### src/rtl/ann_io_pkg.sv
// ann_io_pkg
//   Types and default sizes shared by the aggregator/disaggregator pair on
//   the ANN IO path. Both blocks take their default geometry from here, so
//   a round trip between them agrees on lane width and lane count.
//
//   disagg_state_t      : disaggregator FSM state (EMPTY, DRAIN)
//   DSIZE               : default narrow word width
//   FETCH_WIDTH_DEFAULT : default number of narrow words per wide word
package ann_io_pkg;

  typedef enum logic {
    EMPTY = 1'b0,
    DRAIN = 1'b1
  } disagg_state_t;

  localparam int DSIZE               = 11;
  localparam int FETCH_WIDTH_DEFAULT = 2;

endpackage

### src/rtl/disaggregator_if.sv
// disaggregator_if
//   Bundles the wide FIFO-style source side and the narrow FIFO-style sink
//   side of the disaggregator.
//
//   sender_data     : wide word offered by the source
//   sender_empty_n  : source holds a word
//   sender_deq      : pop the source this cycle
//   receiver_data   : current narrow word
//   receiver_full_n : sink can accept a word
//   receiver_enq    : push receiver_data this cycle
//   receiver_last   : final lane of a wide word (only with DISAGGREGATOR_LAST_EN)
//
//   Modports: slave  -> the disaggregator itself
//             master -> whatever drives/observes it (source + sink side)
//   Optional feature macro: DISAGGREGATOR_LAST_EN
interface disaggregator_if
  import ann_io_pkg::*;
#(
  parameter int DATA_WIDTH  = DSIZE,
  parameter int FETCH_WIDTH = FETCH_WIDTH_DEFAULT
);

  logic [FETCH_WIDTH*DATA_WIDTH-1:0] sender_data;
  logic                              sender_empty_n;
  logic                              sender_deq;
  logic [DATA_WIDTH-1:0]             receiver_data;
  logic                              receiver_full_n;
  logic                              receiver_enq;
`ifdef DISAGGREGATOR_LAST_EN
  logic                              receiver_last;
`endif

`ifdef DISAGGREGATOR_LAST_EN
  modport slave (
    input  sender_data, sender_empty_n, receiver_full_n,
    output sender_deq, receiver_data, receiver_enq, receiver_last
  );
  modport master (
    output sender_data, sender_empty_n, receiver_full_n,
    input  sender_deq, receiver_data, receiver_enq, receiver_last
  );
`else
  modport slave (
    input  sender_data, sender_empty_n, receiver_full_n,
    output sender_deq, receiver_data, receiver_enq
  );
  modport master (
    output sender_data, sender_empty_n, receiver_full_n,
    input  sender_deq, receiver_data, receiver_enq
  );
`endif

endinterface

### src/rtl/disaggregator.sv
// disaggregator
//   Unpacks one FETCH_WIDTH*DATA_WIDTH word from a FIFO-style source into
//   FETCH_WIDTH narrow words, emitted one per cycle, lane 0 (low bits) first.
//   Inverse of the aggregator: same handshake, same lane order.
//
//   Ports:
//     clk : clock, rising edge
//     rst : synchronous active-high reset
//     io  : disaggregator_if.slave (sender_* source side, receiver_* sink side)
//
//   Optional feature macro: DISAGGREGATOR_LAST_EN adds io.receiver_last,
//   high while the final lane of a wide word is presented.
module disaggregator
  import ann_io_pkg::*;
#(
  parameter int DATA_WIDTH  = DSIZE,
  parameter int FETCH_WIDTH = FETCH_WIDTH_DEFAULT
) (
  input  logic            clk,
  input  logic            rst,
  disaggregator_if.slave  io
);

  localparam int            WIDE_W   = FETCH_WIDTH * DATA_WIDTH;
  localparam int            IDX_W    = (FETCH_WIDTH > 1) ? $clog2(FETCH_WIDTH) : 1;
  localparam logic [IDX_W-1:0] LAST_IDX = IDX_W'(FETCH_WIDTH - 1);

  disagg_state_t     state_reg;
  logic [IDX_W-1:0]  idx_reg;
  logic [WIDE_W-1:0] shift_reg;

  logic at_last;
  logic enq;
  logic deq;

  assign at_last = (idx_reg == LAST_IDX);

  // Both handshakes are held off during reset so nothing moves in the reset
  // cycle even though the state register still shows the pre-reset value.
  assign enq = !rst && (state_reg == DRAIN) && io.receiver_full_n;
  assign deq = !rst && io.sender_empty_n &&
               ((state_reg == EMPTY) ||
                ((state_reg == DRAIN) && at_last && io.receiver_full_n));

  assign io.receiver_enq  = enq;
  assign io.sender_deq    = deq;
  assign io.receiver_data = shift_reg[DATA_WIDTH-1:0];

`ifdef DISAGGREGATOR_LAST_EN
  assign io.receiver_last = (state_reg == DRAIN) && at_last;
`endif

  always_ff @(posedge clk) begin
    if (rst) begin
      state_reg <= EMPTY;
      idx_reg   <= '0;
      shift_reg <= '0;
    end else if (deq) begin
      // A load on the last-lane edge replaces the drained word directly,
      // which is what keeps the output gap-free across word boundaries.
      state_reg <= DRAIN;
      idx_reg   <= '0;
      shift_reg <= io.sender_data;
    end else if (enq) begin
      if (at_last) begin
        state_reg <= EMPTY;
        idx_reg   <= '0;
      end else begin
        shift_reg <= shift_reg >> DATA_WIDTH;
        idx_reg   <= idx_reg + IDX_W'(1);
      end
    end
  end

endmodule

### src/flat_wrapper.sv
// flat-port wrapper written by rule: the top's interface ports become plain ports
module disaggregator_flat import ann_io_pkg::*;
#(
  parameter int DATA_WIDTH  = DSIZE,
  parameter int FETCH_WIDTH = FETCH_WIDTH_DEFAULT
)
  (clk, rst, io_sender_data, io_sender_empty_n, io_receiver_full_n, io_sender_deq, io_receiver_data, io_receiver_enq);
  disaggregator_if #(.DATA_WIDTH(DATA_WIDTH), .FETCH_WIDTH(FETCH_WIDTH)) io_i ();
  input  logic clk;
  input  logic rst;
  input wire logic [$bits(io_i.sender_data)-1:0] io_sender_data;
  input wire logic [$bits(io_i.sender_empty_n)-1:0] io_sender_empty_n;
  input wire logic [$bits(io_i.receiver_full_n)-1:0] io_receiver_full_n;
  output wire logic [$bits(io_i.sender_deq)-1:0] io_sender_deq;
  output wire logic [$bits(io_i.receiver_data)-1:0] io_receiver_data;
  output wire logic [$bits(io_i.receiver_enq)-1:0] io_receiver_enq;
  assign io_i.sender_data = io_sender_data;
  assign io_i.sender_empty_n = io_sender_empty_n;
  assign io_i.receiver_full_n = io_receiver_full_n;
  assign io_sender_deq = io_i.sender_deq;
  assign io_receiver_data = io_i.receiver_data;
  assign io_receiver_enq = io_i.receiver_enq;
  disaggregator #(.DATA_WIDTH(DATA_WIDTH), .FETCH_WIDTH(FETCH_WIDTH)) u_core (.clk(clk), .rst(rst), .io(io_i));
endmodule
### config.mk
export PLATFORM = sky130hd
export DESIGN_NAME = disaggregator_flat
export DESIGN_NICKNAME = d
export VERILOG_FILES = /design/src/rtl/ann_io_pkg.sv /design/src/rtl/disaggregator_if.sv /design/src/rtl/disaggregator.sv /design/src/flat_wrapper.sv
export SDC_FILE = /design/constraint.sdc
export NUM_CORES = 1
export LEC_CHECK = 0
export CORE_MARGIN = 4
export CORE_UTILIZATION = 34
export DETAILED_ROUTE_END_ITERATION = 6
export PLACE_DENSITY = 0.6
export RECOVER_POWER = 100
export SLEW_MARGIN = 20
export SYNTH_ARGS = -nofsm -noshare
export SYNTH_HDL_FRONTEND = slang
export SYNTH_SLANG_ARGS = --single-unit
export TNS_END_PERCENT = 1
### constraint.sdc
create_clock -name clk -period 1.7 [get_ports clk]
set_clock_uncertainty 0.05 [all_clocks]
set_input_delay 0.425 -clock clk [delete_from_list [all_inputs] [get_ports clk]]
set_output_delay 0.425 -clock clk [all_outputs]
set_load 0.005 [all_outputs]
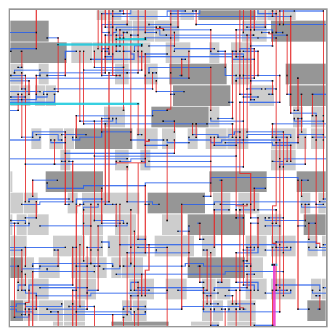
**Above:** a small window of the routed layout.
Region (13, 13) to (53, 53) um. Cells in gray, sequential cells in the stronger gray; small squares are vias.
| layer | color |
|---|---|
| metal 1 | blue |
| metal 4 | magenta |
| metal 2 | red |
| metal 3 | cyan |
netlist names of flops here include: u_core.shift_reg (15)
most frequent: nor2_1 (17), dfxtp_1 (15)
sequential cells in the window: 15
cells with their middle in the window: 102

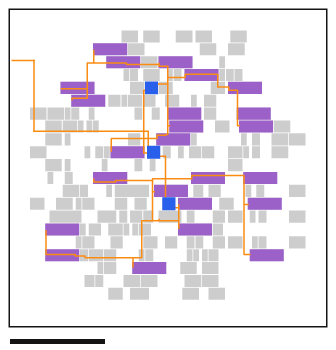
**Above:** clock network drawn from the DEF.
The bar under the picture is 20 um long.
[clock drivers] blue | count: 3
[flip-flops] purple | count: 24
[clock wires] orange | length: 287 um
routed clock nets: 4
Insertion Delay late pin: 0.31 ns
Clock power frac: 25.1%
P_clk: 297 uW

==> Changelog: implementation <==
### Metrics

* Post-Syn Area at 1170 um^2
* Post-Route M1 WL at 1320 um
* Max-cap violations at 0
* Number of remaining DRC errors at 0
* OpenROAD warnings at 26
* Gate power share at 22.2%
* Clk sinks at 24
* Finished Layout Cells at 214
* RSZ-0062 raised after global routing: no
* Rows at 21
* Setup CP Type: reg2out
* Final hold viol count at 0
* CTS Hold Buffers Added at 0
* Sequential Power Share at 52.6%
* Fin area at 1560 um^2
* Grt total ovfl at 0
* IO Pins at 39
* Worst vdd ir at 0.250 mV
* Pwr Total at 1.18 mW
* Total GRT Usage at 13.1%
* Fp_density at 35.2%
* Ys cells at 137
* Vias in the first global route at 1005
* DP HPWL at 1970 um
* Multiplexer share at 0%
* Routing usage on met1 at 16.4%
* H-tree levels at 1
* Die area at 4460 um^2
* Main logic family: simple AND/OR/NAND/NOR gates
* Period utilisation layout at 96.9%
* Final nets at 195
* Iteration-0 DRC Markers at 38
* Via-to-Cell Ratio at 4.83
* Crit-path slowest cell: clkdlybuf4s50_1
* Largest net degree at the start of global routing at 32
* Startpoint types: flop
* WP data required at 1.22 ns
* Yosys simple share at 23.4%
* Most used logic cell in the final layout: clkdlybuf4s50_1
* GPL Wtd Cong at 0.718
* Number of port buffers at 38
* Net Switching at 295 uW
* Synth Register Bits at 24
* Slew HR at 61.1%
* Top layer in use: met4
* Slew Limit Fails at 0
* Worst-case clock buffer depth at 2
* Initial antenna violation count at 0
* Core ar. at 3340 um^2
* Wire length per cell at 13.0 um
* CTS tree: done
* Tmin final at 1.65 ns
* Synth unique cells at 25
* Yosys xor share at 0.745%
* First-pass GRT wire length at 4460 um
* Layout cell share with drive strength beyond 1 at 13.7%
* Post-Synth AOI/OAI Area at 22.2%
* Routed length on met3 at 109 um
* Ys flop type: dfxtp_1
* Setup TNS at 0 ns
* Placed instance area at 1550 um^2
* Worst-path fanout max at 2
* Min Hold Slack at 0.425 ns
* Post-synth EDFFs at 0
* Met2 Usage GRT at 21.8%
* Power Internal at 886 uW
* Routed Antenna Nets at 0
* Fin util at 46.7%
* Clock slew at reported path FFs at 0.13 ns
* Max stage delay on crit path at 0.51 ns
* Synth-to-layout area growth at 32.7%
* Delay-heaviest family, CP: buffers and inverters
* Die X at 66.8 um
* Met2 wire length at 1320 um
* Status: completed
* DP Worst Slack at -0.579 ns
* Mapped Cells at 137
* Ant diodes at 0
* Final Setup Violations at 0
* Critical Path Sink Type: output pin
* Top Layout Cells: clkdlybuf4s50_1, dfxtp_1, nor2_1, o21ai_0, nand2_1
* Sequential area share after synthesis at 40.9%
* Slack of the critical path at 0.0531 ns
* Fa+ha+maj area frac at 0%
* Clk root buf: clkbuf_4
* WP data arrival at 1.17 ns
* Die Height at 66.8 um
* Worst hold path class: reg2reg
* Leakage power at 0.576 nW
* PwrDens at 758 nW/um^2
* Sw Ratio at 25.0%
* Synth warn at 0
* Number of iterations in the first detailed-routing pass at 6
* Number of flip-flops under the largest register name at 22
* Setup Buffers After CTS at 0
* Crit-path cells: clkdlybuf4s50_1
* Actual slew at the worst max-slew pin at 0.583 ns
* FFs w/ async S/R, synth at 0%
* Busiest grt layer: met2
* Avg Cell Area, Syn at 8.58 um^2
* Fmax at 0.607 GHz
* DP Cell Count at 210
* Chip Area, Yosys at 1170 um^2
* Bufs and invs on worst path at 1
* Syn Nets at 163
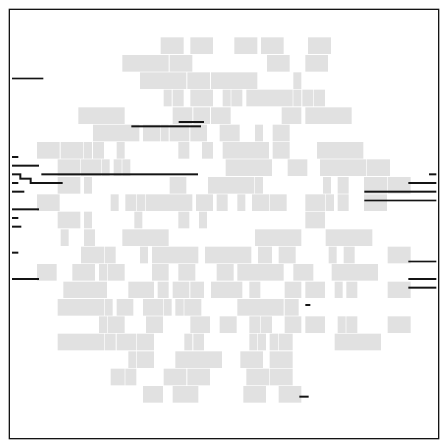
**Above:** metal 3.
Cells faint in the background.
nets with wire on the layer: 21
main direction: horizontal
share of all routed wire: 3.9%
met3 Track Usage GR: 2.19%
final wirelength: 2780 um
routed via count: 1033

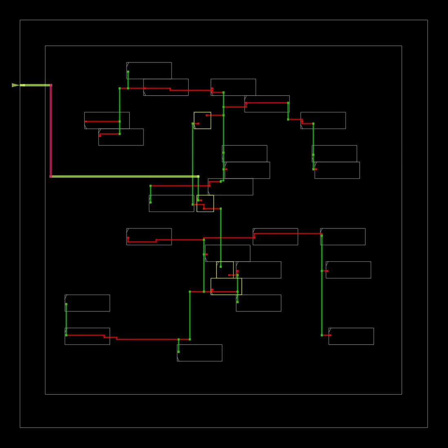
**Above:** clock routing.
clock buffer count: 4
Num CTS Buffers: 3

-- synthesized netlist by cell type, types with 2 or more instances --
| cell type | number | share of area, % |
|---|---|---|
| a21oi_1 | 3 | 1.3 |
| nor2_1 | 21 | 6.7 |
| a32oi_1 | 11 | 8.2 |
| o21ai_0 | 11 | 4.7 |
| nand2_1 | 12 | 3.8 |
| inv_1 | 2 | 0.64 |
| nand2b_1 | 3 | 1.6 |
| dfxtp_1 | 24 | 41 |
| nand3b_1 | 11 | 7.0 |
| buf_2 | 2 | 0.85 |
| buf_4 | 13 | 8.3 |
| o21ai_2 | 7 | 5.2 |
| clkbuf_1 | 5 | 1.6 |
-- final timing paths --
| kind | from | endpoint | slack (ns) | cells after the start |
|---|---|---|---|---|
| worst max-delay path | u_core.shift_reg[7] | io_receiver_data[7] | 0.05 | 1 |
| worst min-delay path | u_core.shift_reg[15] | u_core.shift_reg[15] | 0.42 | 2 |
| worst max register to register | u_core.state_reg | u_core.shift_reg[10] | 0.14 | 5 |
| worst min register to register | u_core.shift_reg[15] | u_core.shift_reg[15] | 0.42 | 2 |
-- final cells by class --
class,instances,area (um^2)
clock buffer,4,36.3
fill,356,1780
inverter,2,7.51
multi-input combinational,89,529
sequential,24,480
tap,46,57.6
timing repair buffer,49,448
-- power groups by stage --
| stage | Sequential [mW] | Clock [mW] | Combinational (mW) |
|---|---|---|---|
| final | 0.622 | 0.297 | 0.262 |
| after global routing | 0.627 | 0.335 | 0.289 |
| after CTS | 0.622 | 0.314 | 0.277 |
| after detailed placement | 0.635 | 0 | 0.278 |
| after global placement | 0.633 | 0 | 0.274 |
| after floorplan | 0.630 | 0 | 0.167 |
-- timing repair --
item / in CTS / in global routing
setup endpoints to repair: 11 / 1
hold endpoints to repair: 0 / 0
pin swaps: 0 / 0
gates resized: 12 / 1
Power figures rest on the tool's default switching activity, not on a simulated workload.
